`src/rtl/vga_pkg.sv`:
```
// rtl/vga_pkg.sv - shared VGA timing constants, stage record and helpers
package vga_pkg;

    // 640x480 @ 60 Hz from a 100 MHz system clock (25 MHz pixel clock)
    localparam int VGA640_CLK_DIV  = 4;
    localparam int VGA640_H_ACTIVE = 640;
    localparam int VGA640_H_FP     = 16;
    localparam int VGA640_H_SYNC   = 96;
    localparam int VGA640_H_BP     = 48;
    localparam int VGA640_V_ACTIVE = 480;
    localparam int VGA640_V_FP     = 10;
    localparam int VGA640_V_SYNC   = 2;
    localparam int VGA640_V_BP     = 33;

    // 800x600 @ 72 Hz from a 100 MHz system clock (50 MHz pixel clock)
    localparam int SVGA800_CLK_DIV  = 2;
    localparam int SVGA800_H_ACTIVE = 800;
    localparam int SVGA800_H_FP     = 56;
    localparam int SVGA800_H_SYNC   = 120;
    localparam int SVGA800_H_BP     = 64;
    localparam int SVGA800_V_ACTIVE = 600;
    localparam int SVGA800_V_FP     = 37;
    localparam int SVGA800_V_SYNC   = 6;
    localparam int SVGA800_V_BP     = 23;

    // Raw (polarity-free) timing attributes of one pixel as it travels to the output register
    typedef struct packed {
        logic hs;
        logic vs;
        logic act;
        logic chk;
    } vga_stage_t;

    localparam int STAGE_W = $bits(vga_stage_t);

    function automatic int h_total(input int active, input int fp, input int sync, input int bp);
        return active + fp + sync + bp;
    endfunction

    function automatic int v_total(input int active, input int fp, input int sync, input int bp);
        return active + fp + sync + bp;
    endfunction

    function automatic logic in_sync_window(input int pos, input int active, input int fp, input int sync);
        return (pos >= active + fp) && (pos < active + fp + sync);
    endfunction

endpackage

```
`src/rtl/vga_timing_pipeline_if.sv`:
```
// rtl/vga_timing_pipeline_if.sv - drawing-controller and DAC-side signal bundle of the timing pipeline
interface vga_timing_pipeline_if #(
    parameter int X_W     = 10,
    parameter int Y_W     = 9,
    parameter int COLOR_W = 8
);
    logic               patternEn;
    logic [COLOR_W-1:0] rIn;
    logic [COLOR_W-1:0] gIn;
    logic [COLOR_W-1:0] bIn;
    logic [X_W-1:0]     xPixel;
    logic [Y_W-1:0]     yPixel;
    logic               pixStrobe;
    logic               lineStart;
    logic               frameStart;
    logic               hsync;
    logic               vsync;
    logic               VGAclock;
    logic               VGAblanck;
    logic               VGAsync;
    logic [COLOR_W-1:0] VGAr;
    logic [COLOR_W-1:0] VGAg;
    logic [COLOR_W-1:0] VGAb;

    modport master (
        input  patternEn, rIn, gIn, bIn,
        output xPixel, yPixel, pixStrobe, lineStart, frameStart,
        output hsync, vsync, VGAclock, VGAblanck, VGAsync, VGAr, VGAg, VGAb
    );

    modport slave (
        output patternEn, rIn, gIn, bIn,
        input  xPixel, yPixel, pixStrobe, lineStart, frameStart,
        input  hsync, vsync, VGAclock, VGAblanck, VGAsync, VGAr, VGAg, VGAb
    );
endinterface

```
`src/rtl/vga_delay_line.sv`:
```
// rtl/vga_delay_line.sv - WIDTH x DEPTH enabled shift register with synchronous reset value
module vga_delay_line #(
    parameter int               WIDTH   = 1,
    parameter int               DEPTH   = 1,
    parameter logic [WIDTH-1:0] RST_VAL = '0
) (
    input  logic             clk,
    input  logic             rst,
    input  logic             en,
    input  logic [WIDTH-1:0] d,
    output logic [WIDTH-1:0] q
);

    generate
        if (DEPTH < 1) begin : g_bad_depth
            $error("vga_delay_line: DEPTH must be >= 1");
        end
    endgenerate

    logic [WIDTH-1:0] sr [DEPTH];

    always_ff @(posedge clk) begin
        if (rst) begin
            for (int i = 0; i < DEPTH; i++) begin
                sr[i] <= RST_VAL;
            end
        end else if (en) begin
            sr[0] <= d;
            for (int i = 1; i < DEPTH; i++) begin
                sr[i] <= sr[i-1];
            end
        end
    end

    assign q = sr[DEPTH-1];

endmodule

```
`src/rtl/vga_timing_pipeline.sv`:
```
// rtl/vga_timing_pipeline.sv - VGA timing generator with latency-compensated colour output stage
module vga_timing_pipeline
    import vga_pkg::*;
#(
    parameter int CLK_DIV  = VGA640_CLK_DIV,
    parameter int H_ACTIVE = VGA640_H_ACTIVE,
    parameter int H_FP     = VGA640_H_FP,
    parameter int H_SYNC   = VGA640_H_SYNC,
    parameter int H_BP     = VGA640_H_BP,
    parameter int V_ACTIVE = VGA640_V_ACTIVE,
    parameter int V_FP     = VGA640_V_FP,
    parameter int V_SYNC   = VGA640_V_SYNC,
    parameter int V_BP     = VGA640_V_BP,
    parameter bit H_POL    = 1'b0,
    parameter bit V_POL    = 1'b0,
    parameter int X_W      = 10,
    parameter int Y_W      = 9,
    parameter int COLOR_W  = 8,
    parameter int PIPE     = 1
) (
    input  logic                  real100clock,
    input  logic                  reset,
    vga_timing_pipeline_if.master vga
);

    localparam int H_TOT = h_total(H_ACTIVE, H_FP, H_SYNC, H_BP);
    localparam int V_TOT = v_total(V_ACTIVE, V_FP, V_SYNC, V_BP);
    localparam int HC_W  = $clog2(H_TOT);
    localparam int VC_W  = $clog2(V_TOT);
    localparam int DIV_W = $clog2(CLK_DIV);

    generate
        if (CLK_DIV < 2 || (CLK_DIV % 2) != 0) begin : g_bad_div
            $error("vga_timing_pipeline: CLK_DIV must be even and >= 2");
        end
        if (PIPE < 1) begin : g_bad_pipe
            $error("vga_timing_pipeline: PIPE must be >= 1");
        end
        if ((H_ACTIVE - 1) >= (1 << X_W)) begin : g_bad_xw
            $error("vga_timing_pipeline: X_W too narrow for H_ACTIVE");
        end
        if ((V_ACTIVE - 1) >= (1 << Y_W)) begin : g_bad_yw
            $error("vga_timing_pipeline: Y_W too narrow for V_ACTIVE");
        end
    endgenerate

    logic [DIV_W-1:0]   div;
    logic [DIV_W-1:0]   div_nxt;
    logic [HC_W-1:0]    hc;
    logic [VC_W-1:0]    vc;
    logic               pix_stb;
    logic               hc_last;
    logic               vc_last;
    logic               active;
    logic [X_W-1:0]     x_pix;
    logic [Y_W-1:0]     y_pix;
    logic               vga_clk;
    logic               line_start;
    logic               frame_start;
    vga_stage_t         raw;
    vga_stage_t         aligned;
    logic               hs_q;
    logic               vs_q;
    logic               blank_q;
    logic [COLOR_W-1:0] r_q;
    logic [COLOR_W-1:0] g_q;
    logic [COLOR_W-1:0] b_q;

    assign pix_stb = (div == DIV_W'(CLK_DIV - 1));
    assign div_nxt = pix_stb ? '0 : div + DIV_W'(1);
    assign hc_last = (hc == HC_W'(H_TOT - 1));
    assign vc_last = (vc == VC_W'(V_TOT - 1));

    // Counters and the registered clock/strobe outputs; reset is the only way (0,0) is loaded
    // without a strobe, which keeps lineStart/frameStart quiet at reset release.
    always_ff @(posedge real100clock) begin
        if (reset) begin
            div         <= '0;
            hc          <= '0;
            vc          <= '0;
            vga_clk     <= 1'b0;
            line_start  <= 1'b0;
            frame_start <= 1'b0;
        end else begin
            div         <= div_nxt;
            vga_clk     <= (div_nxt >= DIV_W'(CLK_DIV / 2));
            line_start  <= pix_stb && hc_last;
            frame_start <= pix_stb && hc_last && vc_last;
            if (pix_stb) begin
                hc <= hc_last ? '0 : hc + HC_W'(1);
                if (hc_last) begin
                    vc <= vc_last ? '0 : vc + VC_W'(1);
                end
            end
        end
    end

    assign active = (int'(hc) < H_ACTIVE) && (int'(vc) < V_ACTIVE);
    assign x_pix  = active ? X_W'(hc) : '0;
    assign y_pix  = active ? Y_W'(vc) : '0;

    always_comb begin
        raw     = '0;
        raw.hs  = in_sync_window(int'(hc), H_ACTIVE, H_FP, H_SYNC);
        raw.vs  = in_sync_window(int'(vc), V_ACTIVE, V_FP, V_SYNC);
        raw.act = active;
        // 32x32 tiles: bit 5 of each coordinate
        raw.chk = (|(x_pix & X_W'(32))) ^ (|(y_pix & Y_W'(32)));
    end

    // The output register is itself the last alignment stage, so only PIPE-1 extra stages
    // are needed to meet colour that the drawing logic returns PIPE-1 strobes late.
    generate
        if (PIPE > 1) begin : g_align
            vga_delay_line #(
                .WIDTH   (STAGE_W),
                .DEPTH   (PIPE - 1),
                .RST_VAL (STAGE_W'(0))
            ) u_align (
                .clk (real100clock),
                .rst (reset),
                .en  (pix_stb),
                .d   (raw),
                .q   (aligned)
            );
        end else begin : g_no_align
            assign aligned = raw;
        end
    endgenerate

    always_ff @(posedge real100clock) begin
        if (reset) begin
            hs_q    <= !H_POL;
            vs_q    <= !V_POL;
            blank_q <= 1'b0;
            r_q     <= '0;
            g_q     <= '0;
            b_q     <= '0;
        end else if (pix_stb) begin
            hs_q    <= aligned.hs ? H_POL : !H_POL;
            vs_q    <= aligned.vs ? V_POL : !V_POL;
            blank_q <= aligned.act;
            if (!aligned.act) begin
                r_q <= '0;
                g_q <= '0;
                b_q <= '0;
            end else if (vga.patternEn) begin
                r_q <= {COLOR_W{aligned.chk}};
                g_q <= {COLOR_W{aligned.chk}};
                b_q <= {COLOR_W{aligned.chk}};
            end else begin
                r_q <= vga.rIn;
                g_q <= vga.gIn;
                b_q <= vga.bIn;
            end
        end
    end

    assign vga.xPixel     = x_pix;
    assign vga.yPixel     = y_pix;
    assign vga.pixStrobe  = pix_stb;
    assign vga.lineStart  = line_start;
    assign vga.frameStart = frame_start;
    assign vga.hsync      = hs_q;
    assign vga.vsync      = vs_q;
    assign vga.VGAclock   = vga_clk;
    assign vga.VGAblanck  = blank_q;
    assign vga.VGAsync    = 1'b0;
    assign vga.VGAr       = r_q;
    assign vga.VGAg       = g_q;
    assign vga.VGAb       = b_q;

endmodule

```
`src/flat_wrapper.sv`:
```
// flat-port wrapper written by rule: the top's interface ports become plain ports
module vga_timing_pipeline_flat import vga_pkg::*;
#(
    parameter int CLK_DIV  = VGA640_CLK_DIV,
    parameter int H_ACTIVE = VGA640_H_ACTIVE,
    parameter int H_FP     = VGA640_H_FP,
    parameter int H_SYNC   = VGA640_H_SYNC,
    parameter int H_BP     = VGA640_H_BP,
    parameter int V_ACTIVE = VGA640_V_ACTIVE,
    parameter int V_FP     = VGA640_V_FP,
    parameter int V_SYNC   = VGA640_V_SYNC,
    parameter int V_BP     = VGA640_V_BP,
    parameter bit H_POL    = 1'b0,
    parameter bit V_POL    = 1'b0,
    parameter int X_W      = 10,
    parameter int Y_W      = 9,
    parameter int COLOR_W  = 8,
    parameter int PIPE     = 1
)
  (real100clock, reset, vga_patternEn, vga_rIn, vga_gIn, vga_bIn, vga_xPixel, vga_yPixel, vga_pixStrobe, vga_lineStart, vga_frameStart, vga_hsync, vga_vsync, vga_VGAclock, vga_VGAblanck, vga_VGAsync, vga_VGAr, vga_VGAg, vga_VGAb);
  vga_timing_pipeline_if #(.X_W(X_W), .Y_W(Y_W), .COLOR_W(COLOR_W)) vga_i ();
  input  logic real100clock;
  input  logic reset;
  input wire logic [$bits(vga_i.patternEn)-1:0] vga_patternEn;
  input wire logic [$bits(vga_i.rIn)-1:0] vga_rIn;
  input wire logic [$bits(vga_i.gIn)-1:0] vga_gIn;
  input wire logic [$bits(vga_i.bIn)-1:0] vga_bIn;
  output wire logic [$bits(vga_i.xPixel)-1:0] vga_xPixel;
  output wire logic [$bits(vga_i.yPixel)-1:0] vga_yPixel;
  output wire logic [$bits(vga_i.pixStrobe)-1:0] vga_pixStrobe;
  output wire logic [$bits(vga_i.lineStart)-1:0] vga_lineStart;
  output wire logic [$bits(vga_i.frameStart)-1:0] vga_frameStart;
  output wire logic [$bits(vga_i.hsync)-1:0] vga_hsync;
  output wire logic [$bits(vga_i.vsync)-1:0] vga_vsync;
  output wire logic [$bits(vga_i.VGAclock)-1:0] vga_VGAclock;
  output wire logic [$bits(vga_i.VGAblanck)-1:0] vga_VGAblanck;
  output wire logic [$bits(vga_i.VGAsync)-1:0] vga_VGAsync;
  output wire logic [$bits(vga_i.VGAr)-1:0] vga_VGAr;
  output wire logic [$bits(vga_i.VGAg)-1:0] vga_VGAg;
  output wire logic [$bits(vga_i.VGAb)-1:0] vga_VGAb;
  assign vga_i.patternEn = vga_patternEn;
  assign vga_i.rIn = vga_rIn;
  assign vga_i.gIn = vga_gIn;
  assign vga_i.bIn = vga_bIn;
  assign vga_xPixel = vga_i.xPixel;
  assign vga_yPixel = vga_i.yPixel;
  assign vga_pixStrobe = vga_i.pixStrobe;
  assign vga_lineStart = vga_i.lineStart;
  assign vga_frameStart = vga_i.frameStart;
  assign vga_hsync = vga_i.hsync;
  assign vga_vsync = vga_i.vsync;
  assign vga_VGAclock = vga_i.VGAclock;
  assign vga_VGAblanck = vga_i.VGAblanck;
  assign vga_VGAsync = vga_i.VGAsync;
  assign vga_VGAr = vga_i.VGAr;
  assign vga_VGAg = vga_i.VGAg;
  assign vga_VGAb = vga_i.VGAb;
  vga_timing_pipeline #(.CLK_DIV(CLK_DIV), .H_ACTIVE(H_ACTIVE), .H_FP(H_FP), .H_SYNC(H_SYNC), .H_BP(H_BP), .V_ACTIVE(V_ACTIVE), .V_FP(V_FP), .V_SYNC(V_SYNC), .V_BP(V_BP), .H_POL(H_POL), .V_POL(V_POL), .X_W(X_W), .Y_W(Y_W), .COLOR_W(COLOR_W), .PIPE(PIPE)) u_core (.real100clock(real100clock), .reset(reset), .vga(vga_i));
endmodule
```
`config.mk`:
```
export PLATFORM = sky130hd
export DESIGN_NAME = vga_timing_pipeline_flat
export DESIGN_NICKNAME = d
export VERILOG_FILES = /design/src/rtl/vga_pkg.sv /design/src/rtl/vga_timing_pipeline_if.sv /design/src/rtl/vga_delay_line.sv /design/src/rtl/vga_timing_pipeline.sv /design/src/flat_wrapper.sv
export SDC_FILE = /design/constraint.sdc
export NUM_CORES = 1
export LEC_CHECK = 0
export CAP_MARGIN = 40
export CORE_ASPECT_RATIO = 1.1
export CORE_UTILIZATION = 49
export DETAILED_ROUTE_END_ITERATION = 10
export HOLD_SLACK_MARGIN = 0.03
export MAX_ROUTING_LAYER = met4
export PLACE_DENSITY = 0.84
export SYNTH_ARGS = -nofsm -noshare
export SYNTH_HDL_FRONTEND = slang
export SYNTH_SLANG_ARGS = --single-unit
```
`constraint.sdc`:
```
create_clock -name real100clock -period 2.7 [get_ports real100clock]
set_input_delay 0.405 -clock real100clock [delete_from_list [all_inputs] [get_ports real100clock]]
set_output_delay 0.405 -clock real100clock [all_outputs]
set_load 0.03 [all_outputs]
```
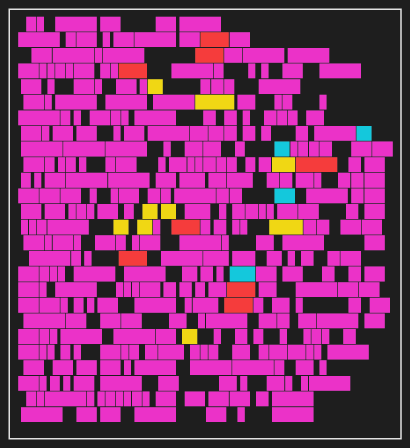
*Cell sizes after repair, run 1*
legend:
  red:
    size: _6 and larger
    cells: 8
    most_used: clkbuf_8
  yellow:
    size: _3 and _4 cells
    cells: 9
    most_used: buf_4
  cyan:
    size: _2 cells
    cells: 4
  magenta:
    size: _0 and _1 cells
    cells: 333
    most_used: clkdlybuf4s50_1

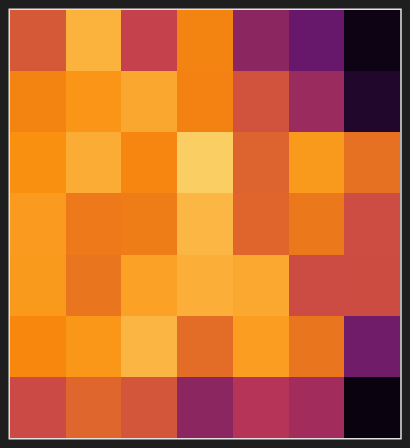
*Cell density map, run 1*
The die is cut into 7 by 7 equal tiles; black is low, pale yellow is high, 0 to 100% covered.
fullest tile: 89%
emptiest ninth of the die: north-east
mean over tiles: 62%
core region area: 4619 sq um
FP Util: 0.5073
Final Util: 0.6994

==> notes.md, run 1 <==
The run finished with clean final reports. The number of DRC violations after detailed routing was 0; the later-pin clock latency in the skew report was 0.30 ns. The average cell area after synthesis is 8.252 sq um. For the final total negative setup slack, the log shows 0 ns. The setup check on the worst reg-to-reg path leaves a slack of 0.73 ns.

Yosys shows that the main logic family after synthesis is simple AND/OR/NAND/NOR gates. The power report puts the net switching power at 348.5 uW. At the worst endpoint, the arrival time is 2.18 ns. The logs give 0.1151 ns for the setup slack of the critical path after layout and 170 uW for the combinational cell power.

The share of the cycle needed by the critical path after routing was 0.9574; the number of buffers inserted to repair setup after CTS was 0. For the total global routing overflow, the log shows 0. Looking at area per cell type in the netlist, the leader is sky130_fd_sc_hd__dfxtp_1. TritonCTS built the clock tree. The die extent in x is 67.94 microns, and the multi-input combinational area share is 0.3710. The count of cells along the worst hold path was 2. Initial antenna violation count: 0. With the maximum vdd drop at 357.7 uV, the proportion of layout cells with a drive suffix above 1 is 0.05932. The number of maximum-capacitance violations recorded for the run is 0. The number of flip-flops and latches was 51. Summing all flip-flop and latch instances after layout gives 1021 sq um.

The first TritonRoute pass finished after 4 iterations. For the number of warning messages in the yosys log, the log shows 0. The tools report the startpoint of the most critical hold path as u_core.vga.VGAg[5]. Once synthesis finished, the tally of register bits stood at 51. The run gives 0.05606 for the xor-xnor portion of the synthesized cell area.
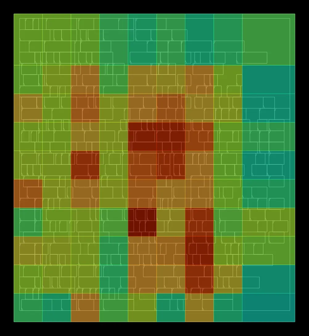
*Track usage over the die, run 1*
total track usage: 0.2497
met3 usage: 0.08589
grt peak-use layer: met2
met2 track demand over resource in global routing: 0.3649

==> run 2: changes to the inputs <==
--- a/config.mk
+++ b/config.mk
@@ -7,11 +7,11 @@
 export LEC_CHECK = 0
 export CAP_MARGIN = 40
 export CORE_ASPECT_RATIO = 1.1
-export CORE_UTILIZATION = 49
+export CORE_UTILIZATION = 45
 export DETAILED_ROUTE_END_ITERATION = 10
 export HOLD_SLACK_MARGIN = 0.03
 export MAX_ROUTING_LAYER = met4
-export PLACE_DENSITY = 0.84
+export PLACE_DENSITY = 0.78
 export SYNTH_ARGS = -nofsm -noshare
 export SYNTH_HDL_FRONTEND = slang
 export SYNTH_SLANG_ARGS = --single-unit
==> constraint.sdc (replaced) <==
create_clock -name real100clock -period 2.4 [get_ports real100clock]
set_input_delay 0.36 -clock real100clock [delete_from_list [all_inputs] [get_ports real100clock]]
set_output_delay 0.36 -clock real100clock [all_outputs]
set_load 0.03 [all_outputs]
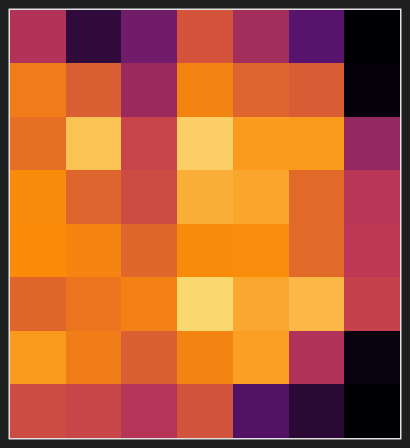
*Cell density map, run 2*
The die is cut into 7 by 8 equal tiles; black is low, pale yellow is high, 0 to 100% covered.
fullest tile: 91%
mean over tiles: 57%
tiles over 75% full: 25%
core region area: 5000 sq um
FP Util: 0.4687

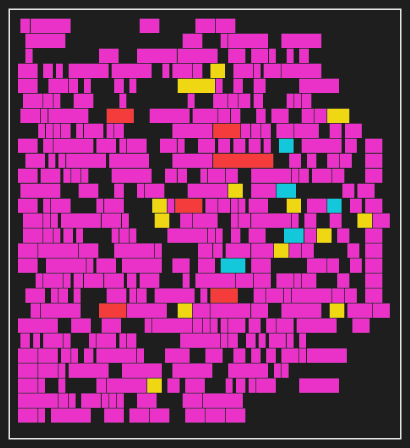
*Cell sizes after repair, run 2*
legend:
  red:
    size: _6 and larger
    cells: 6
    most_used: clkbuf_8
  cyan:
    size: _2 cells
    cells: 5
  yellow:
    size: _3 and _4 cells
    cells: 13
    most_used: buf_4
  magenta:
    size: _0 and _1 cells
    cells: 332
    most_used: clkdlybuf4s50_1
number of non-clock buffers: 86
smallest setup slack after layout: 0.1019 ns
Synth-to-Final Area Change: 37.48%
area of all placed cells without fillers: 3222 sq um

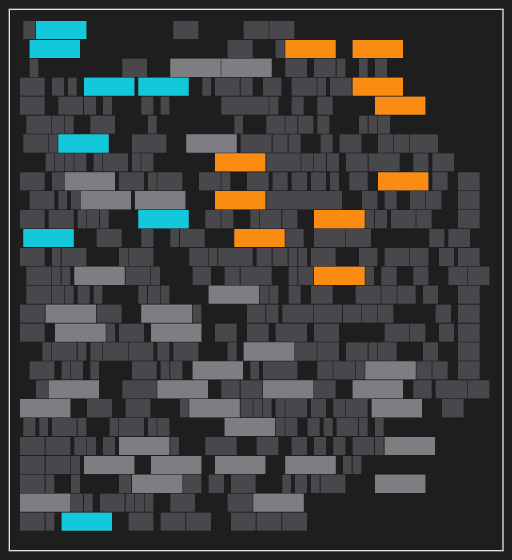
*Sequential cells colored by netlist name, run 2*
Other sequential cells in the stronger gray, the rest of the logic in the fainter gray.
legend:
  orange:
    name_in_the_netlist: `u_core.vc`
    flops: 10
  cyan:
    name_in_the_netlist: `u_core.vga.VGAb`
    flops: 8
not colored: 33
Final Util: 0.6444
flip-flop and latch share of the layout cell area: 0.3169
power of the sequential group: 876 uW

==> run 2 against run 1 <==
The flow now finishes with violations (DRC). Area after synthesis stayed put. Clock skew rose by 0.0019 ns. Sequential power grew 12%. Critical path depth is 2 lower. Via count up 1.8%. Sequential cell count stayed put. Combinational power rose by 12%. Clock-buffer cell count fell by 2. Hold slack got worse by 0.033 ns. Critical endpoint is now vga_yPixel[0]. Highest routed layer unchanged.
==> notes.md, run 2 <==
Recorded from the global router log, the overflow total was 0. The count of cells along the worst hold path was 1; the sequential cell area was 1021 sq um. Post-CTS timing repair inserted 0 buffers for setup.

Yosys printed 0 warnings. In the log, the iteration count for the first detailed-route pass is 7. Per the CTS log, the root buffer master is sky130_fd_sc_hd__clkbuf_8. Per the detail_route report, DRC violations left total 8. TritonCTS built the clock tree. After synthesis, the largest family of logic cells by area is simple AND/OR/NAND/NOR gates. Data arrives at the worst endpoint at 1.94 ns. STA reports a reg2reg setup slack of 0.48 ns. The run gives 0.9575 for the share of the cycle needed by the critical path after routing. Cell type of the slowest stage on the worst timing path: sky130_fd_sc_hd__clkdlybuf4s50_1. For the final routed database, the setup TNS stands at 0 ns. 0 antenna diodes ended up in the layout. The flow ran to the end, but the final reports show violations. The startpoint of the most critical hold path was u_core.div[0]. The tools report the met3 track demand over resource in global routing as 0.07922.

The run gives 374.5 uW for the net switching power of the design. The largest total area in the synthesized netlist belongs to sky130_fd_sc_hd__dfxtp_1. The number of clock buffer instances in the layout came out at 6. The xor-xnor portion of the synthesized cell area is 0.05606. The proportion of layout cells with a drive suffix above 1 came out at 0.06742. The synthesis stat section lists a flop and latch total of 51.

Sequential cells placed in the final layout were counted as 51. The average cell area after synthesis came out at 8.252 sq um. With the part of the total power dissipated in the clock network at 0.349, the multi-input combinational area share is 0.3701. The maximum vdd drop was 459.7 uV. The initial antenna violation count came out at 0. The floorplan step set the die width to 70.81 microns. The internal portion of the total power is 1.262 mW. The final reports fail on DRC.

The run gives 0.3577 for the routing usage on met2. The highest metal layer carrying signal wires in the routed design is met4.
Power is estimated from default activity; no workload was simulated.
